`config.mk`:
```
export PLATFORM = sky130hd
export DESIGN_NAME = switch_frame_reader
export DESIGN_NICKNAME = d
export VERILOG_FILES = /design/src/rtl/switch_frame_reader_pkg.sv /design/src/rtl/switch_frame_reader.sv
export SDC_FILE = /design/constraint.sdc
export NUM_CORES = 1
export LEC_CHECK = 0
export CORE_MARGIN = 5
export CORE_UTILIZATION = 50
export CTS_CLUSTER_SIZE = 14
export DETAILED_ROUTE_END_ITERATION = 8
export PLACE_DENSITY = 0.79
export SLEW_MARGIN = 20
export SYNTH_ARGS = -nofsm -noshare
export SYNTH_HDL_FRONTEND = slang
export SYNTH_SLANG_ARGS = --single-unit
```
`constraint.sdc`:
```
create_clock -name clk -period 5 [get_ports clk]
set_input_delay 1.5 -clock clk [delete_from_list [all_inputs] [get_ports clk]]
set_output_delay 1.5 -clock clk [all_outputs]
set_load 0.005 [all_outputs]
```
`src/rtl/switch_frame_reader_pkg.sv`:
```
// Shared definitions for the switch frame reader.
// Holds the FSM state encoding and the width of the header length field
// (the payload length sits in the low HDR_LEN_W bits of the header word).
package switch_frame_reader_pkg;

    typedef logic [1:0] state_t;

    localparam state_t ST_IDLE    = 2'd0;
    localparam state_t ST_PAYLOAD = 2'd1;
    localparam state_t ST_FLUSH   = 2'd2;
    localparam state_t ST_DISCARD = 2'd3;

    // Header length field width; MAX_LEN and DATA_WIDTH must both accommodate it.
    localparam int HDR_LEN_W = 8;

endpackage

```
`src/rtl/switch_frame_reader.sv`:
```
// Purpose: pops length-prefixed frames from a FIFO, delivers payload on a valid/ready stream,
//          rewinds the FIFO on downstream abort (bounded retries), discards zero/oversized frames.
// Latency: one cycle from FIFO pop to out_valid; header pop adds one cycle per frame.
// Backpressure: payload pops only when the output register is empty or being drained (out_ready).
//
// Ports:
//   clk, rst                          clock, synchronous active-high reset
//   fifo_rd_data/valid/enable         FIFO head word, head valid, pop strobe
//   fifo_rd_sof/eof/drop              header pop, last-word pop, rewind-to-header request
//   out_data/valid/ready/first/last   payload stream; out_abort rejects the frame being shown
//   frame_count                       good frames delivered (wraps at 2^16)
//   len_error, retry_exhausted        one-cycle status pulses
module switch_frame_reader
    import switch_frame_reader_pkg::*;
#(
    parameter int DATA_WIDTH = 12,
    parameter int MAX_LEN    = 64,
    parameter int MAX_RETRY  = 3
) (
    input  logic                  clk,
    input  logic                  rst,
    input  logic [DATA_WIDTH-1:0] fifo_rd_data,
    input  logic                  fifo_rd_valid,
    output logic                  fifo_rd_enable,
    output logic                  fifo_rd_sof,
    output logic                  fifo_rd_eof,
    output logic                  fifo_rd_drop,
    output logic [DATA_WIDTH-1:0] out_data,
    output logic                  out_valid,
    input  logic                  out_ready,
    output logic                  out_first,
    output logic                  out_last,
    input  logic                  out_abort,
    output logic [15:0]           frame_count,
    output logic                  len_error,
    output logic                  retry_exhausted
);

    localparam int RW = (MAX_RETRY > 0) ? $clog2(MAX_RETRY + 1) : 1;
    localparam logic [HDR_LEN_W-1:0] CNT_ONE = HDR_LEN_W'(1);

    state_t                 state_q, state_d;
    logic [HDR_LEN_W-1:0]   len_q;
    logic [HDR_LEN_W-1:0]   cnt_q;      // payload words still to pop
    logic [RW-1:0]          retry_q;
    logic                   abort_q;    // set while flushing an aborted attempt
    logic [DATA_WIDTH-1:0]  out_data_q;
    logic                   out_valid_q, out_first_q, out_last_q;
    logic [15:0]            frame_count_q;
    logic                   len_error_q, retry_exh_q;

    logic [HDR_LEN_W-1:0]   hdr_len;
    logic                   hdr_zero, hdr_big;
    logic                   out_free, last_hs, abort_take, cnt_last, retry_left;
    logic                   pop, sof, eof, drop;

    assign hdr_len    = fifo_rd_data[HDR_LEN_W-1:0];
    assign hdr_zero   = (hdr_len == '0);
    assign hdr_big    = (int'(hdr_len) > MAX_LEN);
    assign out_free   = !out_valid_q || out_ready;
    assign last_hs    = out_valid_q && out_ready && out_last_q;
    assign cnt_last   = (cnt_q == CNT_ONE);
    assign retry_left = (retry_q < RW'(MAX_RETRY));

    // An abort only applies to the frame currently being shown. While the register
    // still holds the previous frame's last word (stalled or handshaking), that frame
    // is already complete, so the abort is ignored.
    assign abort_take = (state_q == ST_PAYLOAD) && out_abort && !(out_valid_q && out_last_q);

    // State register
    always_ff @(posedge clk) begin
        if (rst) begin
            state_q <= ST_IDLE;
        end else begin
            state_q <= state_d;
        end
    end

    // Next-state logic
    always_comb begin
        state_d = state_q;
        case (state_q)
            ST_IDLE: begin
                if (fifo_rd_valid && !hdr_zero) begin
                    state_d = hdr_big ? ST_DISCARD : ST_PAYLOAD;
                end
            end
            ST_PAYLOAD: begin
                if (abort_take) begin
                    state_d = ST_FLUSH;
                end else if (eof) begin
                    state_d = ST_IDLE;
                end
            end
            ST_FLUSH, ST_DISCARD: begin
                if (eof) begin
                    state_d = ST_IDLE;
                end
            end
            default: state_d = ST_IDLE;
        endcase
    end

    // FIFO-side outputs; every marker is qualified by the pop itself.
    always_comb begin
        pop  = 1'b0;
        sof  = 1'b0;
        eof  = 1'b0;
        drop = 1'b0;
        if (!rst) begin
            case (state_q)
                ST_IDLE: begin
                    pop = fifo_rd_valid;
                    sof = fifo_rd_valid;
                end
                ST_PAYLOAD: begin
                    // No pop in the abort cycle; the flush pops the remainder.
                    pop = fifo_rd_valid && out_free && !abort_take;
                    eof = pop && cnt_last;
                end
                ST_FLUSH: begin
                    pop  = fifo_rd_valid;
                    eof  = pop && cnt_last;
                    drop = eof && abort_q && retry_left;
                end
                ST_DISCARD: begin
                    pop = fifo_rd_valid;
                    eof = pop && cnt_last;
                end
                default: ;
            endcase
        end
    end

    // Datapath, output register and status
    always_ff @(posedge clk) begin
        if (rst) begin
            len_q         <= '0;
            cnt_q         <= '0;
            retry_q       <= '0;
            abort_q       <= 1'b0;
            out_data_q    <= '0;
            out_valid_q   <= 1'b0;
            out_first_q   <= 1'b0;
            out_last_q    <= 1'b0;
            frame_count_q <= '0;
            len_error_q   <= 1'b0;
            retry_exh_q   <= 1'b0;
        end else begin
            len_error_q <= 1'b0;
            retry_exh_q <= 1'b0;

            if (state_q == ST_IDLE && pop) begin
                len_q       <= hdr_len;
                cnt_q       <= hdr_len;
                len_error_q <= hdr_zero || hdr_big;
            end else if (pop) begin
                cnt_q <= cnt_q - CNT_ONE;
            end

            if (abort_take) begin
                out_valid_q <= 1'b0;
                out_data_q  <= '0;
                out_first_q <= 1'b0;
                out_last_q  <= 1'b0;
            end else if (state_q == ST_PAYLOAD && pop) begin
                out_valid_q <= 1'b1;
                out_data_q  <= fifo_rd_data;
                out_first_q <= (cnt_q == len_q);
                out_last_q  <= cnt_last;
            end else if (out_ready) begin
                out_valid_q <= 1'b0;
            end

            if (last_hs) begin
                frame_count_q <= frame_count_q + 16'd1;
            end

            if (abort_take) begin
                abort_q <= 1'b1;
            end else if (state_q == ST_FLUSH && eof) begin
                abort_q <= 1'b0;
            end

            // Flush end and a good-frame handshake never coincide: the register is
            // empty for the whole flush.
            if (state_q == ST_FLUSH && eof) begin
                if (retry_left) begin
                    retry_q <= retry_q + RW'(1);
                end else begin
                    retry_q     <= '0;
                    retry_exh_q <= 1'b1;
                end
            end else if (last_hs) begin
                retry_q <= '0;
            end
        end
    end

    assign fifo_rd_enable  = pop;
    assign fifo_rd_sof     = sof;
    assign fifo_rd_eof     = eof;
    assign fifo_rd_drop    = drop;
    assign out_data        = out_data_q;
    assign out_valid       = out_valid_q;
    assign out_first       = out_first_q;
    assign out_last        = out_last_q;
    assign frame_count     = frame_count_q;
    assign len_error       = len_error_q;
    assign retry_exhausted = retry_exh_q;

endmodule

```
Figure 1. Cell sizes after repair (run 1).
Bar = 20 um.
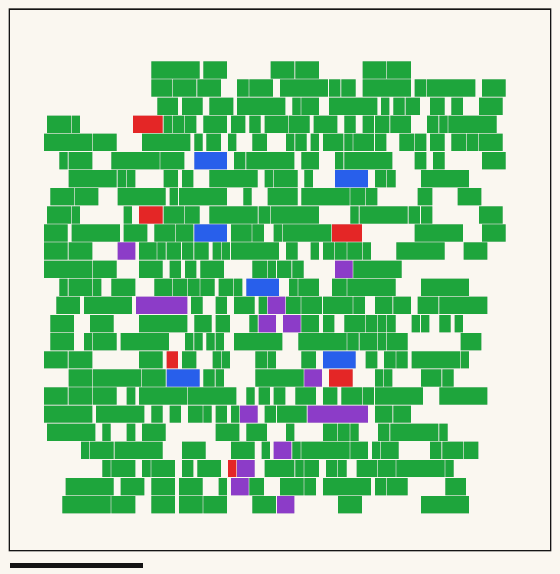
legend:
  red:
    size: x2
    cells: 6
  purple:
    size: x3 and x4
    cells: 13
  green:
    size: x1 and smaller
    cells: 331
  blue:
    size: x6 and larger
    cells: 6
Non-CTS buffers: 63
Setup WS post-layout: 0.166 ns

Figure 2. Routing congestion (run 1).
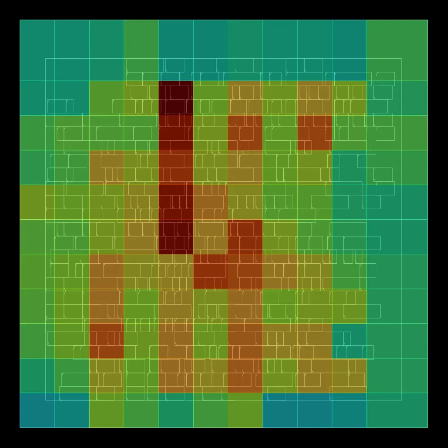
total routing resource utilization after global routing: 0.203
global routing usage on met2: 0.333
Util after Layout: 0.679
GRT met1 Usage: 0.266
peak-usage layer in the global routing report: met2

Figure 3. Placement by cell class (run 1).
Bar = 20 um.
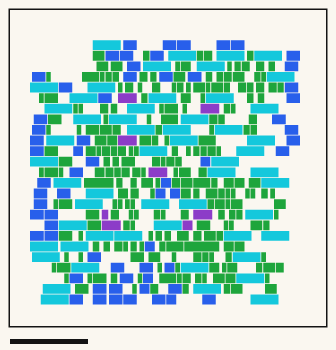
legend:
  purple:
    class: clock drivers and dummy loads
    cells: 8
  cyan:
    class: registers
    cells: 54
  green:
    class: remaining logic cells
    cells: 231
  blue:
    class: remaining buffers and delay cells
    cells: 63
Finished Cell Area: 3270 um^2
Rows: 25

==> flow_summary_export.csv, run 1 <==
group,metric,value,unit
setup_path,crit_path_max_incr_delay,0.52,ns
yosys,synthAdderAreaFrac,0.0198,
yosys,postSynth.asyncResetShare,0,
finish,layout_top_cell,"sky130_fd_sc_hd__dfxtp_1",
yosys,yosys-mux-area-fraction,0.0515,
min_path,whs_path_depth,2,
flow_run,count_of_warning_messages_emitted_by_the_tools,27,
floorplan,fp-utilization,0.525,
finish,finalNonFillerCells,423,
yosys,syn-num-nets,320,
finish,area_growth,29.4,%
setup_path,critical_path_cell_sequence,"clkdlybuf4s50_1 > nor4bb_4 > buf_4 > nand4_1 > nor3b_2 > clkdlybuf4s50_1",
setup_path,crit_family,"buffers and inverters",
finish,finish.net_count,376,
route,drt-wirelength-per-cell,14.7,um
yosys,post_synth_main_logic_family,"simple AND/OR/NAND/NOR gates",
route,route.detailed.vias_per_inst,5.47,
outcome,status,"complete, no violations",
yosys,yosys.stat.seqShare,0.428,
placement,hpwl,4.67,mm
yosys,synthesis.instances,299,
yosys,ys_sh_simple,0.250,
finish,largest_register_ff_count,16,
setup_path,timing_endpoint_of_the_critical_path,"fifo_rd_drop",
finish,num-fill-cells,406,
timing,timing.final.setup_violations,0,
yosys,yosys-top-cells-area,"sky130_fd_sc_hd__dfxtp_1 (43%), sky130_fd_sc_hd__a21oi_1 (5.5%), sky130_fd_sc_hd__mux2i_1 (5.1%)",
setup_path,timing.critical_path.depth,6,
timing,achievable-frequency,207,MHz
power,ir_worst_vdd,177,uV
min_path,hold_crit_endpoint,"abort_q$_SDFFE_PP0P_",
cts,clock_sinks,54,
cts,worst_skew_pair.late_latency,0.31,ns
timing,setup_total_negative_slack,0,ns
min_path,min_delay_path_class,"reg2reg",
timing,minimum_clock_period_after_layout,4.83,ns
setup_path,setup.worst_path.start_class,"primary input",
power,p_leak,0.00116,uW
power,report.power.total,922,uW
finish,mi_logic_area,1360,um^2
placement,place_worst_setup_slack,0.0356,ns
yosys,ys_dominant_reg_cell,"sky130_fd_sc_hd__dfxtp_1",
global_route,grt_pass1_vias,2177,
timing,maxSlewHeadroom,0.541,
power,powerDensity,282,nW/um^2
route,post_detailed_routing_wire_length,6.23,mm
yosys,ys_sh_aoi,0.155,
-- run 1: tightest hold or removal path: cells and delay by family, from the launching register on --
kind,cells,cell delay (ns)
AND/OR/NAND/NOR,1,0.05
flip-flops,1,0.32
AND-OR/OR-AND,1,0.05
-- run 1: repair_timing --
action / in CTS / in global routing
gates resized: 0 / 3
endpoints found under the hold margin: 0 / 0
hold buffers: 0 / 0
setup endpoints to repair: 0 / 1
-- run 1: layout make-up --
cell class / count / share of cell area
sequential: 54 / 0.331
tap: 67 / 0.0256
clock inverter: 2 / 0.00383
clock buffer: 6 / 0.0253
inverter: 13 / 0.0149
timing repair buffer: 63 / 0.185
multi-input combinational: 218 / 0.414
-- run 1: power by group --
group	internal, uW	total (uW)	switching, uW
clock	112	253	142
combinational	87.4	186	98.7
sequential	452	483	30.3
total	651	922	271
Figure 4. Sequential cells grouped by signal name (run 1).
Bar = 20 um.
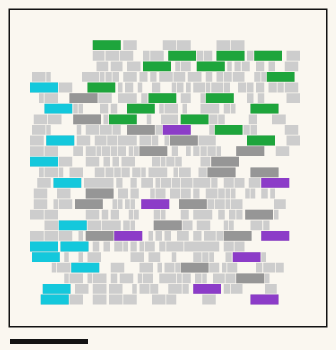

## Run 2: what changed since run 1
--- a/config.mk
+++ b/config.mk
@@ -6,10 +6,9 @@
 export NUM_CORES = 1
 export LEC_CHECK = 0
 export CORE_MARGIN = 5
-export CORE_UTILIZATION = 50
+export CORE_UTILIZATION = 35
 export CTS_CLUSTER_SIZE = 14
 export DETAILED_ROUTE_END_ITERATION = 8
-export PLACE_DENSITY = 0.79
 export SLEW_MARGIN = 20
 export SYNTH_ARGS = -nofsm -noshare
 export SYNTH_HDL_FRONTEND = slang
Figure 5. Sequential cells grouped by signal name (run 2).
Bar = 20 um.
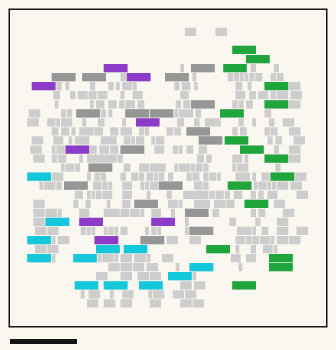
legend:
  purple:
    signal: len_q
    placed_flops: 8
  cyan:
    signal: out_data
    placed_flops: 12
  green:
    signal: frame_count
    placed_flops: 16
not colored: 18

==> run 2 against run 1 <==
Compared with the run above: synthesized cell count did not move; fmax fell by 0.28%; clock power fell by 6%; critical path depth did not move; global-route usage fell by 5.3 points; worst hold slack got worse by 0.0063 ns.
==> flow_summary_export.csv, run 2 <==
group,metric,value,unit
placement,place_worst_setup_slack,0.0439,ns
setup_path,setup.worst_path.start_class,"primary input",
yosys,syn-num-nets,320,
power,switchingPower,269,uW
yosys,ys_dominant_reg_cell,"sky130_fd_sc_hd__dfxtp_1",
finish,finalNonFillerCells,455,
cts,clock_sinks,54,
finish,num-fill-cells,752,
route,drt-wirelength-per-cell,13.7,um
finish,finish.net_count,377,
cts,post_cts_hold_buffer_count,0,
yosys,synthesis.instances,299,
setup_path,timing.critical_path.depth,6,
power,clkPwrFrac,0.263,
flow_run,count_of_warning_messages_emitted_by_the_tools,27,
power,portion_of_total_power_attributed_to_sequential_cells,0.534,
finish,largest_register_ff_count,16,
finish,layout_top_cell,"sky130_fd_sc_hd__dfxtp_1",
floorplan,floorplan.rows,31,
global_route,grt_pass1_vias,2256,
outcome,status,"complete, no violations",
yosys,yosys.stat.seqShare,0.428,
power,power.clock.total,237,uW
cts,cts_resized,0,
min_path,hold_crit_endpoint,"abort_q$_SDFFE_PP0P_",
timing,setup_total_negative_slack,0,ns
min_path,min_delay_path_class,"reg2reg",
placement,hpwl,4.64,mm
finish,mi_logic_area,1350,um^2
power,p_comb,184,uW
power,powerDensity,274,nW/um^2
timing,maxSlewHeadroom,0.536,
power,p_leak,0.00117,uW
power,p_comb_frac,0.203,
floorplan,fp-utilization,0.354,
power,maxPowerGroup,"registers",
Figure 6. Cell sizes after repair (run 2).
Bar = 20 um.
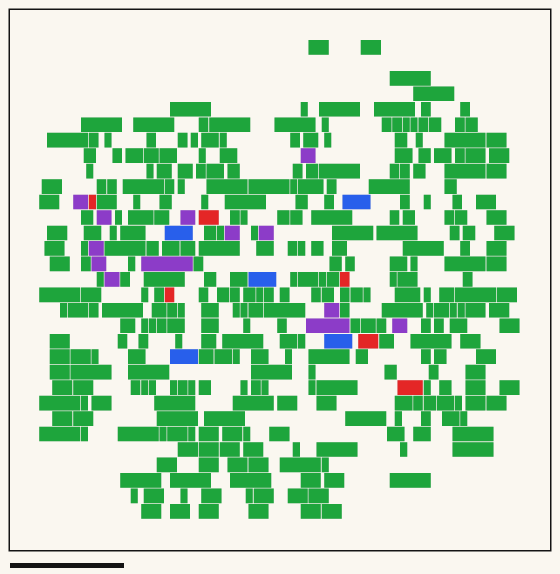
legend:
  purple:
    size: x3 and x4
    cells: 13
  green:
    size: x1 and smaller
    cells: 332
  blue:
    size: x6 and larger
    cells: 5
  red:
    size: x2
    cells: 6
Layout Area Growth over Synthesis: 30.4%
Non-CTS buffers: 64
Setup WS post-layout: 0.152 ns

run 2: metal layers:
layer  GRT usage  vias to the layer above  wire length, um
met1       0.201                     1065             2980
met4      0.0493                        0               99
li1            -                     1184                -
met3      0.0319                       12              302
met2       0.238                       53             2870
met5           0                        -                0
run 2: logic make-up after synthesis:
family / synth area share
AOI/OAI and AO/OA: 0.155
and+or+nand+nor: 0.249
DFF: 0.428
xor gates and xnor gates: 0.0520
adders and majority gates: 0.0198
muxes: 0.0515
buffers and inverters: 0.0441
run 2: area by class of cell:
cell class,instances,share of cell area
tap,99,0.0376
inverter,13,0.0148
multi-input combinational,218,0.410
timing repair buffer,64,0.186
sequential,54,0.328
clock inverter,2,0.00304
clock buffer,5,0.0209
Figure 7. Selected gate families (run 2).
Bar = 20 um.
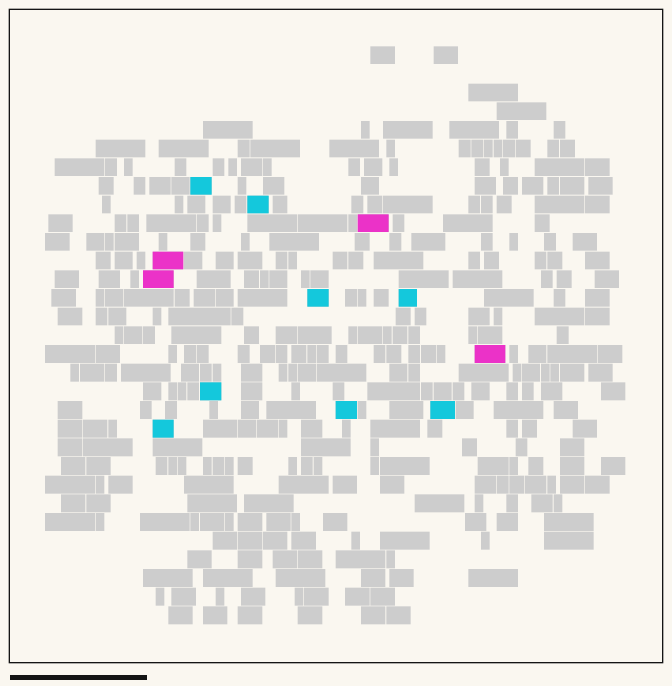

## Run 3: what changed since run 2
--- a/config.mk
+++ b/config.mk
@@ -5,11 +5,10 @@
 export SDC_FILE = /design/constraint.sdc
 export NUM_CORES = 1
 export LEC_CHECK = 0
-export CORE_MARGIN = 5
+export CORE_MARGIN = 1.5
 export CORE_UTILIZATION = 35
 export CTS_CLUSTER_SIZE = 14
 export DETAILED_ROUTE_END_ITERATION = 8
-export SLEW_MARGIN = 20
 export SYNTH_ARGS = -nofsm -noshare
 export SYNTH_HDL_FRONTEND = slang
 export SYNTH_SLANG_ARGS = --single-unit
Figure 8. Selected gate families (run 3).
Bar = 20 um.
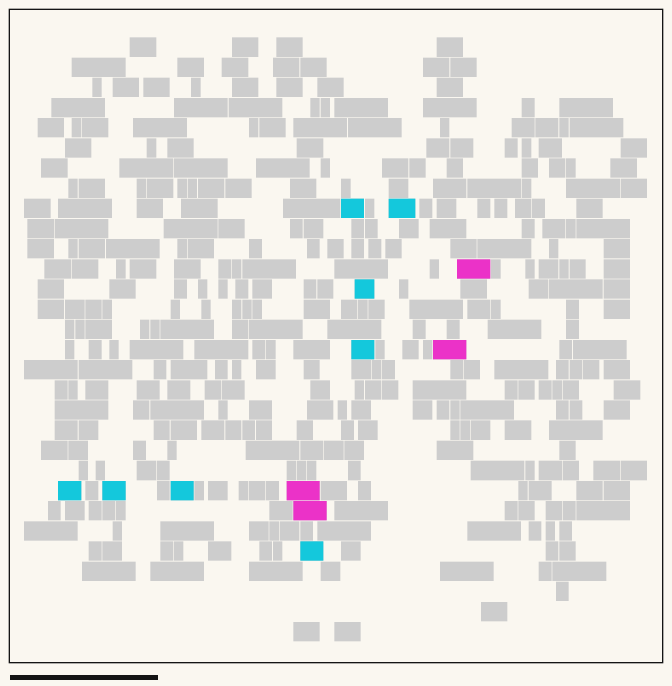
legend:
  magenta:
    family: fa/ha/maj cells
    cells: 4
    most_used: ha_1
  cyan:
    family: non-inverting ao/oa cells
    cells: 8
    most_used: a211o_1

Figure 9. Sequential cells grouped by signal name (run 3).
Bar = 20 um.
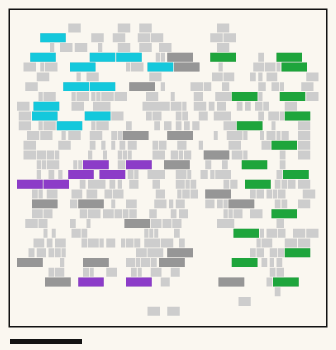
legend:
  purple:
    signal: len_q
    placed_flops: 8
  green:
    signal: frame_count
    placed_flops: 16
  cyan:
    signal: out_data
    placed_flops: 12
    where: upper left
not colored: 18
sequential cell area: 1080 um^2
total sequential power: 481 uW
register fraction of the total cell area: 0.329
Util after Layout: 0.478

==> run 3 against run 2 <==
Compared with the run above: global-route usage is 1.4 points higher; sequential cell count stayed put; cell area is 0.42% lower; utilization is 1.6 points higher; synthesized area stayed put; first-iteration DRC count is 23% lower; combinational power hardly changed; clock skew is 0.0026 ns higher; critical path type unchanged; largest cell class unchanged.
==> flow_summary_export.csv, run 3 <==
group,metric,value,unit
finish,area.share.combinational,0.407,
finish,buffers,65,
finish,layout_top_cell,"sky130_fd_sc_hd__dfxtp_1",
finish,largest_register_ff_count,16,
power,p_comb_frac,0.205,
global_route,grt_pass1_vias,2171,
power,power.clock.total,233,uW
finish,finish.net_count,378,
cts,post_cts_hold_buffer_count,0,
finish,nMultiInputCombCells,218,
min_path,min_delay_path_class,"reg2reg",
finish,finalNonFillerCells,453,
finish,mi_logic_area,1340,um^2
finish,clk_share,0.0233,
outcome,status,"complete, no violations",
timing,maxSlewHeadroom,0.506,
yosys,ys_sh_aoi,0.155,
setup_path,timing.critical_path.depth,6,
finish,top_area_cell_class,"logic gates",
power,p_comb,184,uW
yosys,yosys.stat.seqShare,0.428,
floorplan,taps,96,
route,drt-wirelength-per-cell,13.5,um
finish,bufAreaShareNonClock,0.189,
timing,setup_ws_post_layout,0.0913,ns
power,portion_of_total_power_attributed_to_sequential_cells,0.535,
flow_run,count_of_warning_messages_emitted_by_the_tools,27,
yosys,synthesis.instances,299,
yosys,yosys-mux-area-fraction,0.0515,
finish,clkbuf_count,7,
power,switchingPower,262,uW
yosys,synthAdderAreaFrac,0.0198,
floorplan,floorplan.rows,30,
setup_path,setup.worst_path.start_class,"primary input",
power,powerDensity,274,nW/um^2
cts,cts_resized,0,
finish,seq_cell_count,54,
yosys,ys_sh_simple,0.250,
placement,place_worst_setup_slack,0.0684,ns
placement,hpwl,4.45,mm
power,p_leak,0.00116,uW
finish,area_growth,29.9,%
yosys,syn-num-nets,320,
yosys,post_synth_main_logic_family,"simple AND/OR/NAND/NOR gates",
==> run 3: cell types whose count changed in the layout (fill, tap and decap cells not counted), sizes merged <==
cell,delta
clkbuf,+2
clkinv,-2
buf,+1
==> run 3: metal layers <==
layer	wire length [um]	vias to the layer above	global-route usage
met2	2830	57	0.266
met4	78	0	0.0534
met1	2870	1064	0.210
met5	0	-	0
met3	338	9	0.0443
li1	-	1177	-
==> run 3: worst paths after layout <==
kind,from,endpoint,slack (ns)
worst max register to register,cnt_q[0]$_SDFFE_PP0P_,cnt_q[7]$_SDFFE_PP0P_,2.99
worst min-delay path,abort_q$_SDFFE_PP0P_,abort_q$_SDFFE_PP0P_,0.46
worst max-delay path,fifo_rd_valid,fifo_rd_eof,0.09
worst min register to register,abort_q$_SDFFE_PP0P_,abort_q$_SDFFE_PP0P_,0.46
Power figures rest on the tool's default switching activity, not on a simulated workload.
